Figure 1. Cell area per tile (run 1).
(6 px per µm) The die is cut into 10 by 10 equal tiles; dark purple is low, yellow is high, 0 to 100% covered.
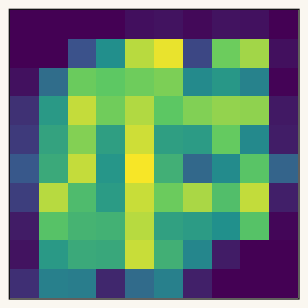
Figure 2. The clock network (run 1).
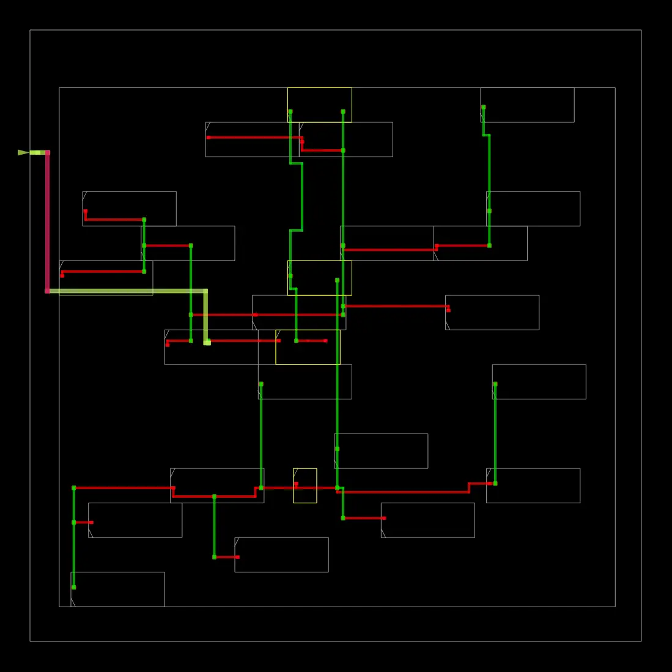
Figure 3. Nets reached from selected ports (run 1).
(8 px per µm)
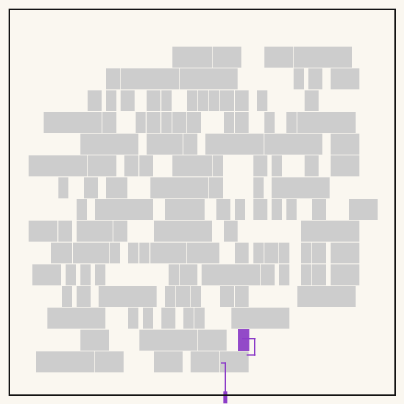
===== config.mk =====
export PLATFORM = sky130hd
export DESIGN_NAME = serial_deserializer
export DESIGN_NICKNAME = d
export VERILOG_FILES = /design/src/rtl/serial_deserializer.sv
export SDC_FILE = /design/constraint.sdc
export NUM_CORES = 1
export LEC_CHECK = 0
export ABC_AREA = 1
export CORE_MARGIN = 2
export CORE_UTILIZATION = 45
export CTS_BUF_LIST = sky130_fd_sc_hd__clkbuf_8
export CTS_CLUSTER_DIAMETER = 150
export DETAILED_ROUTE_END_ITERATION = 12
export HOLD_SLACK_MARGIN = 0.03
export PLACE_DENSITY = 0.69
export SLEW_MARGIN = 10
export SYNTH_ARGS = -nofsm -noshare
export SYNTH_HDL_FRONTEND = slang
export SYNTH_SLANG_ARGS = --single-unit

===== constraint.sdc =====
create_clock -name i_clk -period 2.29 [get_ports i_clk]
set_clock_uncertainty 0.15 [all_clocks]
set_input_delay 0.458 -clock i_clk [delete_from_list [all_inputs] [get_ports i_clk]]
set_output_delay 0.458 -clock i_clk [all_outputs]
set_load 0.005 [all_outputs]

===== src/rtl/serial_deserializer.sv =====
// Serial-to-parallel word assembler with a double-buffered holding register.
// A word is assembled in the shift register while the previous one waits in o_data for the consumer.
module serial_deserializer #(
  parameter int WIDTH     = 8,
  parameter bit MSB_FIRST = 1'b1
) (
  input  logic                     i_clk,
  input  logic                     i_rst,
  input  logic                     i_d,
  input  logic                     i_d_valid,
  output logic [WIDTH-1:0]         o_data,
  output logic                     o_data_valid,
  input  logic                     i_data_ready,
  output logic [$clog2(WIDTH)-1:0] o_bit_count,
  output logic                     o_overrun
);

  localparam int CW = $clog2(WIDTH);
  localparam logic [CW-1:0] LAST_BIT = CW'(WIDTH - 1);

  // state   | meaning
  // S_EMPTY | holding register has no unconsumed word
  // S_FULL  | holding register presents a word awaiting accept
  typedef enum logic {
    S_EMPTY = 1'b0,
    S_FULL  = 1'b1
  } state_t;

  state_t            r_state;
  logic [WIDTH-1:0]  r_shift;
  logic [CW-1:0]     r_bit_count;
  logic [WIDTH-1:0]  r_data;
  logic              r_data_valid;
  logic              r_overrun;

  logic [WIDTH-1:0]  w_shift_next;
  logic              w_complete;

  always_comb begin
    w_shift_next = r_shift;
    if (MSB_FIRST) begin
      w_shift_next = {r_shift[WIDTH-2:0], i_d};
    end else begin
      w_shift_next = {i_d, r_shift[WIDTH-1:1]};
    end
  end

  // Explicit wrap keeps the counter correct for non-power-of-two widths.
  assign w_complete = i_d_valid && (r_bit_count == LAST_BIT);

  always_ff @(posedge i_clk) begin
    if (i_rst) begin
      r_state      <= S_EMPTY;
      r_shift      <= '0;
      r_bit_count  <= '0;
      r_data       <= '0;
      r_data_valid <= 1'b0;
      r_overrun    <= 1'b0;
    end else begin
      if (i_d_valid) begin
        r_shift     <= w_shift_next;
        r_bit_count <= w_complete ? '0 : r_bit_count + CW'(1);
      end

      case (r_state)
        S_EMPTY: begin
          if (w_complete) begin
            r_data       <= w_shift_next;
            r_data_valid <= 1'b1;
            r_state      <= S_FULL;
          end
        end
        S_FULL: begin
          if (w_complete) begin
            // Accept and refill on the same edge; otherwise the new word is lost.
            if (i_data_ready) begin
              r_data <= w_shift_next;
            end else begin
              r_overrun <= 1'b1;
            end
          end else if (i_data_ready) begin
            r_data_valid <= 1'b0;
            r_state      <= S_EMPTY;
          end
        end
        default: begin
          r_data_valid <= 1'b0;
          r_state      <= S_EMPTY;
        end
      endcase
    end
  end

  assign o_data       = r_data;
  assign o_data_valid = r_data_valid;
  assign o_bit_count  = r_bit_count;
  assign o_overrun    = r_overrun;

endmodule

==> flow report, run 1 <==
CTS
-----------------------------------------------------------------------------------------------------------------
Count of buffers added by post-CTS timing repair for setup .........................................            0
CTS tree ...........................................................................................          yes
Clock Tree Root .................................................................................... sky130_fd_sc_hd__clkbuf_8
Quantity of gates resized following cts ............................................................            0
Number of hold buffers added after cts .............................................................            0
Number of buffers inserted during clock tree synthesis .............................................            3
H-tree depth .......................................................................................            1

LOGIC SYNTHESIS
-----------------------------------------------------------------------------------------------------------------
Chip area line of the yosys report .................................................................      873 µm²
Synth logic family ................................................................................. simple AND/OR/NAND/NOR gates
Arithmetic-cell share of the synthesized area counting full adders, half adders and majority gates .       0.0573
Biggest area cells ................................................................................. sky130_fd_sc_hd__dfxtp_1 48%, sky130_fd_sc_hd__a21oi_1 11%, sky130_fd_sc_hd__nand2_1 6.0%
Flip-flop and latch count after synthesis ..........................................................           21
Cells after Synth ..................................................................................          108
Most area-hungry cell type in the Yosys netlist .................................................... sky130_fd_sc_hd__dfxtp_1
Fraction of synthesized cell area taken by the top area cell type ..................................        0.481
Netlist area before placement ......................................................................      873 µm²
Leading register cell type out of synthesis ........................................................ sky130_fd_sc_hd__dfxtp_1
Most common library cells after synthesis .......................................................... 21 x sky130_fd_sc_hd__dfxtp_1, 19 x sky130_fd_sc_hd__a21oi_1, 14 x sky130_fd_sc_hd__nand2_1, 14 x sky130_fd_sc_hd__nor2_1, 10 x sky130_fd_sc_hd__inv_1
Total cells reported by yosys after synthesis ......................................................          108
Post-synth tally of flip-flops with integrated enable ..............................................            0
Synthesized area divided by synthesized cell count .................................................     8.09 µm²
Mux area share .....................................................................................            0
Post-Synthesis Net Count ...........................................................................          117
Count of unique library cells instantiated by Yosys ................................................           15
Xor and xnor area share after synthesis ............................................................            0
Post-synthesis cell type with the largest instance count ........................................... sky130_fd_sc_hd__dfxtp_1

GRT
-----------------------------------------------------------------------------------------------------------------
Largest net degree at the start of global routing ..................................................           19
Number of antenna violations at the first check in global routing ..................................            0
Grt peak-use layer .................................................................................         met2
Met1 demand-to-capacity share in global routing ....................................................        0.202
Fraction of met2 tracks used by global routing .....................................................        0.251
Via count of the first global-routing pass .........................................................          616
Global-route congestion overflow total .............................................................            0

SETUP PATH
-----------------------------------------------------------------------------------------------------------------
Worst r2r dst ......................................................................................    o_data[4]
Top Family by Delay on Critical Path ............................................................... simple AND/OR/NAND/NOR gates
Critical path fanouts, max .........................................................................           16
CP startpoint kind .................................................................................     register
Worst Path Buf+Inv .................................................................................            0
Worst path max stage delay .........................................................................      0.39 ns
Minimum setup slack among reg-to-reg paths .........................................................      0.43 ns
Depth of the most critical reg-to-reg path .........................................................            8
CP Cell Sequence ................................................................................... ha_1 -> ha_1 -> nand2_1 -> ha_1 -> nor2_4 -> nand3_1 -> nand2_1 -> nor2_1
Worst Path Required ................................................................................      2.29 ns
Launching point of the worst reg2reg path .......................................................... o_bit_count[0]
Most used cell along the critical path ............................................................. sky130_fd_sc_hd__ha_1

RUN STATUS
-----------------------------------------------------------------------------------------------------------------
Run status .........................................................................................    completed

ROUTE
-----------------------------------------------------------------------------------------------------------------
Number of remaining DRC errors .....................................................................            0
Top layer in use ...................................................................................         met4
Detail-routed via count per cell ...................................................................         4.70
Mean routed wirelength per cell ....................................................................      9.65 µm
Routed met1 length .................................................................................       675 µm
Met3 Wirelength ....................................................................................        69 µm
First-pass iteration count of the detailed router ..................................................            4
Final routed wirelength across all metal layers ....................................................      1450 µm

FINISH
-----------------------------------------------------------------------------------------------------------------
Number of logic inverters in the finished layout ...................................................           12
Number of nets in the layout .......................................................................          135
Final cell area excluding filler cells .............................................................     1080 µm²
Area growth from synthesis to final layout .........................................................        23.2%
Max-area cell class ................................................................................ sequential cells
Area taken by flip-flops and latches ...............................................................      420 µm²
Clock Network Area Fraction ........................................................................       0.0430
Buffers, non-clock .................................................................................           18
Multi-input logic area .............................................................................      355 µm²
Share of final-layout standard cells stronger than drive strength 1 ................................       0.0720
Sequential share of cell area ......................................................................        0.391
N_diodes ...........................................................................................            0
Combinational share of cell area ...................................................................        0.330

TIMING
-----------------------------------------------------------------------------------------------------------------
Worst Hold Margin ..................................................................................     0.311 ns
Setup repair after global routing missed its margin ................................................           no
Final count of negative-setup-slack endpoints ......................................................            0
Setup ws final .....................................................................................     0.427 ns
Max_slew headroom ..................................................................................        0.769
Final count of pins violating max slew .............................................................            0

PWR
-----------------------------------------------------------------------------------------------------------------
Register share of total power ......................................................................        0.570
Sw Pwr .............................................................................................       151 µW
Reported sequential group power ....................................................................       384 µW
Top power consumer group ...........................................................................    registers
Relative contribution of combinational cells to total power ........................................        0.076
Total leakage power ................................................................................  0.000424 µW
Combinational gate power ...........................................................................      51.0 µW
Power Total ........................................................................................       673 µW
P per Cell Area ....................................................................................   626 nW/µm²
VDD IR-drop max ....................................................................................     0.362 mV

PLACE
-----------------------------------------------------------------------------------------------------------------
Final estimated routing congestion in global placement .............................................        0.712
Minimum setup slack after placement ................................................................     0.199 ns
Placed wire-length estimate after detailed placement ...............................................      1020 µm
Number of cells in the design after placement ......................................................          146
Number of port buffers .............................................................................           17
Cell area reported after detailed placement ........................................................     1030 µm²

DIE
-----------------------------------------------------------------------------------------------------------------
Tapcell count ......................................................................................           25
Die boundary height ................................................................................      48.1 µm
Horizontal extent of the die .......................................................................      48.1 µm
Die outline area ...................................................................................     2310 µm²

WORST HOLD PATH
-----------------------------------------------------------------------------------------------------------------
Hold Path Origin ................................................................................... o_data_valid
Worst hold path depth ..............................................................................            2
End of the worst hold path ......................................................................... o_data_valid

FLOW RUN
-----------------------------------------------------------------------------------------------------------------
Number of maximum-capacitance constraint violations ................................................            0

-- Figure 1 (at the start) --
nearly empty tiles: 14%
densest ninth of the die: centre
fullest tile: 99%
tiles over 75% full: 25%
mean over tiles: 45%
pre-placement core utilization: 0.490
post-layout util: 0.604

-- Figure 2 (at the start) --
clock tree sinks: 21
number of flip-flops and latches: 21
clock-net power: 239 µW
clk_buf instances: 3

-- Figure 3 (at the start) --
| port | colour | bits | direction | end cells | buffers | wire |
|---|---|---|---|---|---|---|
| i_d | purple | 1 | input | 1 | 1 | 8.50 µm |

-- run 1: worst max path at each step --
| stage | start | end | slack (ns) | depth (start not counted) |
|---|---|---|---|---|
| after floorplan | o_bit_count[0] | o_data[5] | 0.59 | 9 |
| after global placement | i_d_valid | o_data[6] | 0.22 | 7 |
| after detailed placement | i_d_valid | o_data[5] | 0.20 | 7 |
| after CTS | o_bit_count[0] | o_data[4] | 0.43 | 8 |
| after global routing | o_bit_count[0] | o_data[0] | 0.30 | 8 |
| final | o_bit_count[0] | o_data[4] | 0.43 | 8 |
-- run 1: sequential cells by signal, summed over array words and instances (netlist names) --
register	flops
o_data_valid	1
o_overrun	1
o_bit_count	3
r_state	1
o_data	8
r_shift	7
==> run 1 -> run 2 <==
--- a/config.mk
+++ b/config.mk
@@ -12,7 +12,7 @@
 export CTS_CLUSTER_DIAMETER = 150
 export DETAILED_ROUTE_END_ITERATION = 12
 export HOLD_SLACK_MARGIN = 0.03
-export PLACE_DENSITY = 0.69
+export PLACE_DENSITY = 0.71
 export SLEW_MARGIN = 10
 export SYNTH_ARGS = -nofsm -noshare
 export SYNTH_HDL_FRONTEND = slang
==> constraint.sdc (replaced) <==
create_clock -name i_clk -period 1.5 [get_ports i_clk]
set_clock_uncertainty 0.15 [all_clocks]
set_input_delay 0.3 -clock i_clk [delete_from_list [all_inputs] [get_ports i_clk]]
set_output_delay 0.3 -clock i_clk [all_outputs]
set_load 0.005 [all_outputs]
Figure 4. The clock network (run 2).
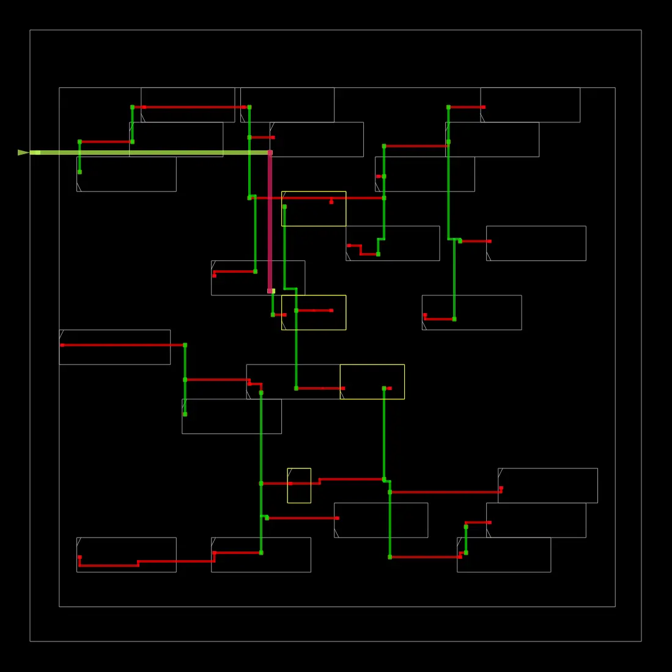
clock network latency to the later pin of the worst-skew pair: 0.25 ns
number of buffers inserted during clock tree synthesis: 3
clock-net power: 367 µW

Figure 5. Nets reached from selected ports (run 2).
(8 px per µm)
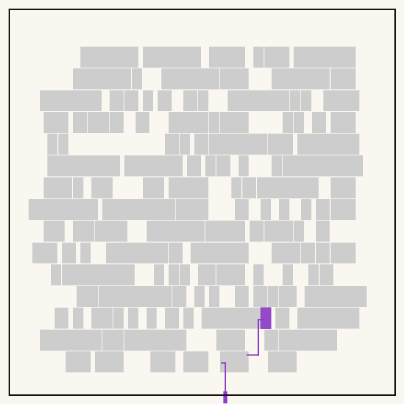
| port | colour | bits | direction | end cells | buffers | wire |
|---|---|---|---|---|---|---|
| i_d | purple | 1 | input | 1 | 1 | 10.5 µm |

==> flow report, run 2 <==
FINISH
-----------------------------------------------------------------------------------------------------------------
N_diodes ...........................................................................................            0   unchanged
Number of combinational gates with multiple inputs .................................................           70
Clock Network Area Fraction ........................................................................       0.0365   -0.00657
Sequential share of cell area ......................................................................        0.344   -0.0469
Multi-input logic area .............................................................................      449 µm²   +26%
Most common logic cells in the final layout ........................................................ 18 x sky130_fd_sc_hd__a21oi_1, 14 x sky130_fd_sc_hd__nor2_1, 12 x sky130_fd_sc_hd__nand2_1, 11 x sky130_fd_sc_hd__dlygate4sd2_1
Most common cell after layout, fill and taps aside ................................................. sky130_fd_sc_hd__a21oi_1
Filler cell count ..................................................................................          159
Number of logic inverters in the finished layout ...................................................           12   unchanged
Area growth from synthesis to final layout .........................................................        45.4%
Max-area cell class ................................................................................ multi-input combinational cells
Data buffer area share .............................................................................        0.206
Flip-flop count of the largest register after layout ...............................................            8   unchanged
Combinational share of cell area ...................................................................        0.354   +0.0235
Area taken by flip-flops and latches ...............................................................      437 µm²   +3.9%
Buffers, non-clock .................................................................................           26   +8
Clk_buf instances ..................................................................................            3   unchanged
Share of final-layout standard cells stronger than drive strength 1 ................................        0.308   +0.236
Number of flip-flops and latches ...................................................................           21   unchanged
Number of nets in the layout .......................................................................          143   +5.9%

CTS
-----------------------------------------------------------------------------------------------------------------
Clock tree sinks ...................................................................................           21   unchanged
Clock transition time at the flip-flop clock pins of the worst setup and hold paths ................      0.08 ns
H-tree depth .......................................................................................            1   unchanged
Quantity of gates resized following cts ............................................................           23   +23
Largest buffer count on any clock path .............................................................            2
Count of buffers added by post-CTS timing repair for setup .........................................            0   unchanged
CTS tree ...........................................................................................          yes
Number of hold buffers added after cts .............................................................            0   unchanged
Clock Tree Root .................................................................................... sky130_fd_sc_hd__clkbuf_8

ROUTE
-----------------------------------------------------------------------------------------------------------------
Remaining number of nets flagged by the antenna check after routing ................................            0
Detail-routed via count per cell ...................................................................         4.88   +3.8%
Met3 Wirelength ....................................................................................        63 µm   -8.7%
Routed met1 length .................................................................................       719 µm   +6.5%
Initial drt markers ................................................................................           10
First-pass iteration count of the detailed router ..................................................            4   unchanged
Mean routed wirelength per cell ....................................................................      11.3 µm   +17%
Top layer in use ...................................................................................         met4
Final routed wirelength across all metal layers ....................................................      1790 µm   +23%
Number of remaining DRC errors .....................................................................            0   unchanged

TIMING
-----------------------------------------------------------------------------------------------------------------
Setup repair after global routing missed its margin ................................................          yes
Final count of negative-setup-slack endpoints ......................................................            8   +8
Final count of pins violating max slew .............................................................            0   unchanged
Final Cycle Share ..................................................................................         1.11
Setup ws final .....................................................................................    -0.158 ns   -0.585 ns
Max_slew headroom ..................................................................................        0.745   -0.0243
Timing-limited maximum frequency ...................................................................    0.603 GHz

SETUP PATH
-----------------------------------------------------------------------------------------------------------------
CP startpoint kind .................................................................................     register
CP Cell Sequence ................................................................................... ha_4 -> ha_4 -> nand2_4 -> ha_4 -> nor2_4 -> buf_12 -> nand3_2 -> nand2_1 -> nor2_1
Most used cell along the critical path ............................................................. sky130_fd_sc_hd__ha_4
Worst Path Buf+Inv .................................................................................            1   +1
Worst path max stage delay .........................................................................      0.35 ns   -0.04 ns
Critical path fanouts, max .........................................................................            8   -8
Endpoint arrival time on the critical path .........................................................      1.66 ns
Launching point of the worst reg2reg path .......................................................... o_bit_count[1]
Master of the slowest instance on the critical path ................................................ sky130_fd_sc_hd__dfxtp_2
Worst Path Required ................................................................................      1.50 ns   -0.79 ns
Nature of the critical path endpoint ...............................................................     register
Worst setup startpoint ............................................................................. o_bit_count[1]
Top Family by Delay on Critical Path ............................................................... simple AND/OR/NAND/NOR gates

LOGIC SYNTHESIS
-----------------------------------------------------------------------------------------------------------------
Sequential cell area fraction in the yosys report ..................................................        0.481
Synthesis warning total ............................................................................            0
Cells after Synth ..................................................................................          108   unchanged
Basic Gates by Area ................................................................................        0.186
Xor and xnor area share after synthesis ............................................................            0   unchanged
Post-synth tally of flip-flops with integrated enable ..............................................            0   unchanged
Biggest area cells ................................................................................. sky130_fd_sc_hd__dfxtp_1 48%, sky130_fd_sc_hd__a21oi_1 11%, sky130_fd_sc_hd__nand2_1 6.0%
Mux area share .....................................................................................            0   unchanged
Total cells reported by yosys after synthesis ......................................................          108   unchanged
Netlist area before placement ......................................................................      873 µm²   unchanged
Post-Synthesis Net Count ...........................................................................          117   unchanged
Most area-hungry cell type in the Yosys netlist .................................................... sky130_fd_sc_hd__dfxtp_1
Flip-flop and latch count after synthesis ..........................................................           21   unchanged
Count of unique library cells instantiated by Yosys ................................................           15   unchanged
Leading register cell type out of synthesis ........................................................ sky130_fd_sc_hd__dfxtp_1
Arithmetic-cell share of the synthesized area counting full adders, half adders and majority gates .       0.0573   unchanged
Synthesized area divided by synthesized cell count .................................................     8.09 µm²   unchanged
Most common library cells after synthesis .......................................................... 21 x sky130_fd_sc_hd__dfxtp_1, 19 x sky130_fd_sc_hd__a21oi_1, 14 x sky130_fd_sc_hd__nand2_1, 14 x sky130_fd_sc_hd__nor2_1, 10 x sky130_fd_sc_hd__inv_1
Synth logic family ................................................................................. simple AND/OR/NAND/NOR gates
Chip area line of the yosys report .................................................................      873 µm²   unchanged
Post-synthesis cell type with the largest instance count ........................................... sky130_fd_sc_hd__dfxtp_1
Fraction of synthesized cell area taken by the top area cell type ..................................        0.481   unchanged

PLACE
-----------------------------------------------------------------------------------------------------------------
Minimum setup slack after placement ................................................................    -0.322 ns   -0.521 ns
Final estimated routing congestion in global placement .............................................        0.754   +5.8%
Placed wire-length estimate after detailed placement ...............................................      1170 µm   +15%
Number of port buffers .............................................................................           17   unchanged

GRT
-----------------------------------------------------------------------------------------------------------------
Largest net degree at the start of global routing ..................................................           19   unchanged
Combined global-route utilization of all metal layers ..............................................        0.175
Global routing usage on met3 .......................................................................       0.0377
Grt peak-use layer .................................................................................         met2
Number of antenna violations at the first check in global routing ..................................            0   unchanged
Global-route congestion overflow total .............................................................            0   unchanged
Global-route wire length before repair .............................................................      2840 µm
Met1 demand-to-capacity share in global routing ....................................................        0.224   +0.0224
Via count of the first global-routing pass .........................................................          680   +10%
Fraction of met2 tracks used by global routing .....................................................        0.285   +0.0347

DIE
-----------------------------------------------------------------------------------------------------------------
Number of placement rows ...........................................................................           15
Die outline area ...................................................................................     2310 µm²   unchanged
Area of the core ...................................................................................     1780 µm²
Tapcell count ......................................................................................           25   unchanged
Pre-placement core utilization .....................................................................        0.490   unchanged
Horizontal extent of the die .......................................................................      48.1 µm   unchanged
Die boundary height ................................................................................      48.1 µm   unchanged

RUN STATUS
-----------------------------------------------------------------------------------------------------------------
Violated checks .................................................................................... negative setup slack
Run status ......................................................................................... finished with violations

FLOW RUN
-----------------------------------------------------------------------------------------------------------------
Number of maximum-capacitance constraint violations ................................................            0   unchanged

PWR
-----------------------------------------------------------------------------------------------------------------
VDD IR-drop max ....................................................................................     0.439 mV   +21%
Register share of total power ......................................................................        0.559   -0.011
Top power consumer group ...........................................................................    registers
Power Total ........................................................................................      1050 µW   +56%
P per Cell Area ....................................................................................   826 nW/µm²   +32%
Relative contribution of combinational cells to total power ........................................        0.091   +0.015
Total leakage power ................................................................................  0.000577 µW   +36%
Sw Pwr .............................................................................................       242 µW   +60%
Combinational gate power ...........................................................................      95.1 µW   +86%
Clock power share ..................................................................................        0.350
Reported sequential group power ....................................................................       587 µW   +53%
Power Internal .....................................................................................       807 µW

WORST HOLD PATH
-----------------------------------------------------------------------------------------------------------------
Hold Path Origin ................................................................................... o_data_valid
Kind of path behind the tightest hold check ........................................................ register to register

[run 2: cell counts after synthesis]
Identical to the previous run, type by type.
[run 2: final timing paths]
kind / to / slack, ns / cells past startpoint
worst max register to register: o_data[5] / -0.16 / 9
worst min register to register: o_data_valid / 0.31 / 2
worst min-delay path: o_data_valid / 0.31 / 2
worst max-delay path: o_data[5] / -0.16 / 9
[run 2: per-stage QoR]
step	area (µm²)	setup TNS, ns	util	hold slack [ns]	cells
2_1_floorplan	936	-0.102	-	0.219	108
3_3_place_gp	1160	-2.54	0.649	0.297	153
3_5_place_dp	1160	-2.87	0.649	0.301	153
4_1_cts	1240	-1.36	0.694	0.308	158
5_1_grt	1270	-1.79	0.712	0.341	158
6_report	1270	-1.15	0.712	0.306	158
==> run 2 -> run 3 <==
--- a/config.mk
+++ b/config.mk
@@ -5,14 +5,12 @@
 export SDC_FILE = /design/constraint.sdc
 export NUM_CORES = 1
 export LEC_CHECK = 0
-export ABC_AREA = 1
-export CORE_MARGIN = 2
 export CORE_UTILIZATION = 45
 export CTS_BUF_LIST = sky130_fd_sc_hd__clkbuf_8
 export CTS_CLUSTER_DIAMETER = 150
 export DETAILED_ROUTE_END_ITERATION = 12
 export HOLD_SLACK_MARGIN = 0.03
-export PLACE_DENSITY = 0.71
+export PLACE_DENSITY = 0.68
 export SLEW_MARGIN = 10
 export SYNTH_ARGS = -nofsm -noshare
 export SYNTH_HDL_FRONTEND = slang
==> constraint.sdc (replaced) <==
create_clock -name i_clk -period 1.7 [get_ports i_clk]
set_clock_uncertainty 0.15 [all_clocks]
set_input_delay 0.34 -clock i_clk [delete_from_list [all_inputs] [get_ports i_clk]]
set_output_delay 0.34 -clock i_clk [all_outputs]
set_load 0.005 [all_outputs]
Figure 6. Nets reached from selected ports (run 3).
(8 px per µm)
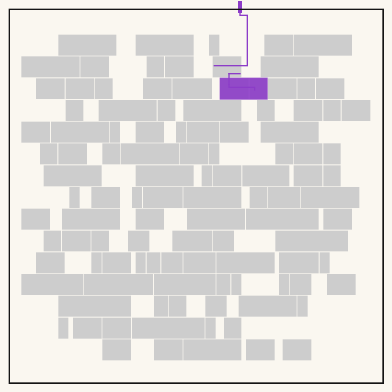
| port | colour | bits | direction | end cells | buffers | wire |
|---|---|---|---|---|---|---|
| i_d | purple | 1 | input | 2 | 1 | 18.4 µm |
number of port buffers: 17
I/O Pins: 18

==> flow report, run 3 <==
LOGIC SYNTHESIS
-----------------------------------------------------------------------------------------------------------------
Synthesized area divided by synthesized cell count .................................................     10.3 µm²   +27%
Post-Synthesis Net Count ...........................................................................           96   -18%
Mux area share .....................................................................................        0.190   +0.190
Leading register cell type out of synthesis ........................................................ sky130_fd_sc_hd__dfxtp_1
Sequential cell area fraction in the yosys report ..................................................        0.471   -0.0108
Most area-hungry cell type in the Yosys netlist .................................................... sky130_fd_sc_hd__dfxtp_1
Synth logic family ................................................................................. simple AND/OR/NAND/NOR gates
Count of unique library cells instantiated by Yosys ................................................           16   +1
Arithmetic-cell share of the synthesized area counting full adders, half adders and majority gates .       0.0560   -0.00128
Xor and xnor area share after synthesis ............................................................            0   unchanged
Synthesis warning total ............................................................................            0   unchanged
Basic Gates by Area ................................................................................        0.224   +0.0378
Flip-flop and latch count after synthesis ..........................................................           21   unchanged
Cells after Synth ..................................................................................           87   -19%
Post-synthesis cell type with the largest instance count ........................................... sky130_fd_sc_hd__dfxtp_1
Fraction of synthesized cell area taken by the top area cell type ..................................        0.471   -0.0108
Chip area line of the yosys report .................................................................      893 µm²   +2.3%
Most common library cells after synthesis .......................................................... 21 x sky130_fd_sc_hd__dfxtp_1, 17 x sky130_fd_sc_hd__mux2i_1, 17 x sky130_fd_sc_hd__nand2b_1, 13 x sky130_fd_sc_hd__nor2_1, 4 x sky130_fd_sc_hd__ha_1

DIE
-----------------------------------------------------------------------------------------------------------------
Tapcell count ......................................................................................           25   unchanged
Die boundary height ................................................................................      46.6 µm   -3.1%
Die outline area ...................................................................................     2170 µm²   -6.1%
Number of placement rows ...........................................................................           15   unchanged
Horizontal extent of the die .......................................................................      46.6 µm   -3.1%
Pre-placement core utilization .....................................................................        0.496   +0.00601
Area of the core ...................................................................................     1800 µm²   +1.1%

SETUP PATH
-----------------------------------------------------------------------------------------------------------------
Master of the slowest instance on the critical path ................................................ sky130_fd_sc_hd__dfxtp_4
Depth of the most critical reg-to-reg path .........................................................            7   -2
Most used cell along the critical path ............................................................. sky130_fd_sc_hd__ha_4
Critical path fanouts, max .........................................................................            4   -4
CP startpoint kind .................................................................................     register
Worst Path Required ................................................................................      1.73 ns   +0.23 ns
CP Cell Sequence ................................................................................... ha_4 -> ha_4 -> nand2_4 -> ha_4 -> nor3_4 -> buf_6 -> mux2i_1
Worst Path Buf+Inv .................................................................................            1   unchanged
Logic depth of the worst path, buffers included ....................................................            7   -2

PWR
-----------------------------------------------------------------------------------------------------------------
Power Total ........................................................................................       890 µW   -15%
Clock power share ..................................................................................        0.353   +0.003
Register share of total power ......................................................................        0.570   +0.011
Total leakage power ................................................................................  0.000454 µW   -21%
P per Cell Area ....................................................................................   715 nW/µm²   -13%
Relative contribution of combinational cells to total power ........................................        0.077   -0.014
Sw Pwr .............................................................................................       187 µW   -23%
Clock-net power ....................................................................................       314 µW   -14%
Reported sequential group power ....................................................................       507 µW   -14%

GRT
-----------------------------------------------------------------------------------------------------------------
Via count of the first global-routing pass .........................................................          542   -20%
Global-route congestion overflow total .............................................................            0   unchanged
Fraction of met2 tracks used by global routing .....................................................        0.208   -0.0770
Global routing usage on met3 .......................................................................       0.0235   -0.0142
Number of antenna violations at the first check in global routing ..................................            0   unchanged
Grt peak-use layer .................................................................................         met1
Global-route wire length before repair .............................................................      2390 µm   -16%
Met1 demand-to-capacity share in global routing ....................................................        0.234   +0.00963
Largest net degree at the start of global routing ..................................................           30   +11

FLOW RUN
-----------------------------------------------------------------------------------------------------------------
Number of maximum-capacitance constraint violations ................................................            0   unchanged

FINISH
-----------------------------------------------------------------------------------------------------------------
Filler cell count ..................................................................................          140   -12%
Most common cell after layout, fill and taps aside ................................................. sky130_fd_sc_hd__dfxtp_1
Number of combinational gates with multiple inputs .................................................           60   -14%
Clock Network Area Fraction ........................................................................       0.0372   +0.000733
Combinational share of cell area ...................................................................        0.403   +0.0493
Number of nets in the layout .......................................................................          119   -17%
Share of final-layout standard cells stronger than drive strength 1 ................................        0.183   -0.125
Max-area cell class ................................................................................ multi-input combinational cells
Flip-flop count of the largest register after layout ...............................................            8   unchanged
Multi-input logic area .............................................................................      502 µm²   +12%
Area growth from synthesis to final layout .........................................................        39.4%
Data buffer area share .............................................................................        0.189   -0.0170
Clk_buf instances ..................................................................................            3   unchanged
Sequential share of cell area ......................................................................        0.343   -0.00113
Buffers, non-clock .................................................................................           23   -12%

PLACE
-----------------------------------------------------------------------------------------------------------------
Cell area reported after detailed placement ........................................................     1150 µm²   -0.86%
Placed wire-length estimate after detailed placement ...............................................       965 µm   -18%

CTS
-----------------------------------------------------------------------------------------------------------------
Quantity of gates resized following cts ............................................................            0   -100%
Clock transition time at the flip-flop clock pins of the worst setup and hold paths ................      0.07 ns   about the same
Clock Tree Root .................................................................................... sky130_fd_sc_hd__clkbuf_8
H-tree depth .......................................................................................            1   unchanged
Number of buffers inserted during clock tree synthesis .............................................            3   unchanged
Clock tree sinks ...................................................................................           21   unchanged
Count of buffers added by post-CTS timing repair for setup .........................................            0   unchanged
Largest buffer count on any clock path .............................................................            2   unchanged

ROUTE
-----------------------------------------------------------------------------------------------------------------
Routed met1 length .................................................................................       754 µm   +4.9%
Initial drt markers ................................................................................            1   -9
Remaining number of nets flagged by the antenna check after routing ................................            0   unchanged
Number of remaining DRC errors .....................................................................            0   unchanged
First-pass iteration count of the detailed router ..................................................            2   -2
Mean routed wirelength per cell ....................................................................      10.8 µm   -4.3%
Top layer in use ...................................................................................         met4
Final routed wirelength across all metal layers ....................................................      1450 µm   -19%
Met3 Wirelength ....................................................................................        44 µm   -30%

WORST HOLD PATH
-----------------------------------------------------------------------------------------------------------------
Worst hold path depth ..............................................................................            2   unchanged
Kind of path behind the tightest hold check ........................................................ register to register

TIMING
-----------------------------------------------------------------------------------------------------------------
Final Cycle Share ..................................................................................        0.954   -0.152
Final count of negative-setup-slack endpoints ......................................................            0   -8
Final count of pins violating max slew .............................................................            0   unchanged
Final-layout setup total negative slack ............................................................         0 ns   +1.15 ns
Timing-limited maximum frequency ...................................................................    0.617 GHz   +2.3%
Setup repair after global routing missed its margin ................................................          yes

RUN STATUS
-----------------------------------------------------------------------------------------------------------------
Run status .........................................................................................    completed

Figure 7. Sequential cells grouped by signal name (run 3).
(8 px per µm) Other sequential cells in the stronger grey, the rest of the logic in the fainter grey.
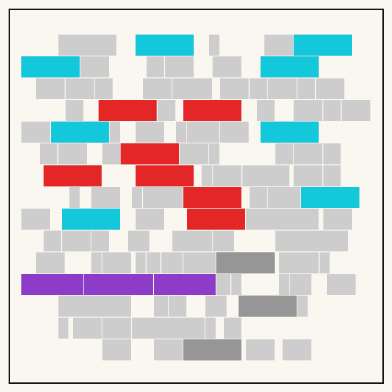
| name in the netlist | colour | placed flops |
|---|---|---|
| r_shift | red | 7 |
| o_data | cyan | 8 |
| o_bit_count | purple | 3 |
not coloured: 3

## run 3: logic make-up (layout without fill, tap and decap cells)
kind of cell | after synthesis | after routing
AND/OR/NAND/NOR | 35 | 35
flip-flops | 21 | 21
AND-OR/OR-AND | 4 | 4
multiplexers | 17 | 17
buffers and inverters | 6 | 28
adder cells (fa/ha/maj) | 4 | 4
## run 3: per-stage QoR
stage                     cells  hold WS [ns]  utilization
after floorplan              87         0.301            -
after global routing        134         0.343        0.691
after global placement      128         0.302        0.637
after detailed placement    128         0.312        0.637
after CTS                   132         0.325        0.663
final                       134         0.319        0.691
## run 3: path summary, 6_finish.rpt
check	startpoint	to	slack, ns
max	o_bit_count[0]	o_data[6]	0.08
min reg2reg	o_overrun	o_overrun	0.32
max reg2reg	o_bit_count[0]	o_data[6]	0.08
min	o_overrun	o_overrun	0.32

## Gallery

Selected gate families.
(10 px per µm)
image #1
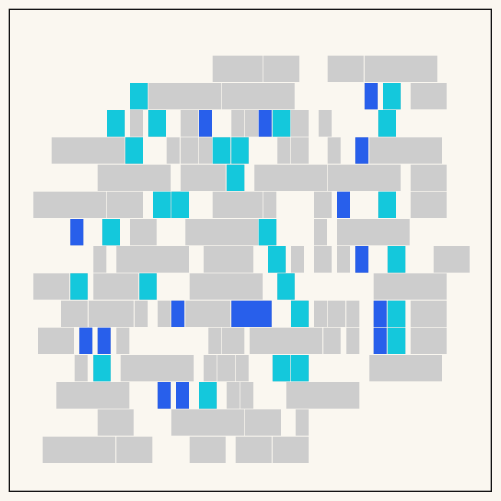
image #2
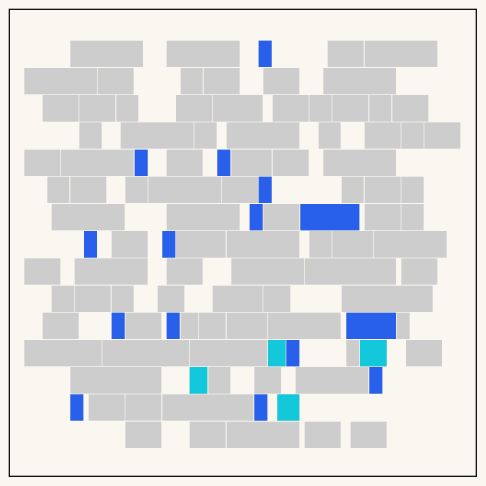
image #3
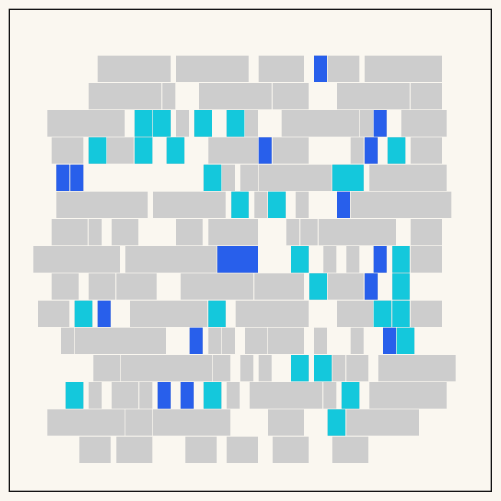
run 1 -> image #1
run 3 -> image #2
run 2 -> image #3

Power figures rest on the tool's default switching activity, not on a simulated workload.
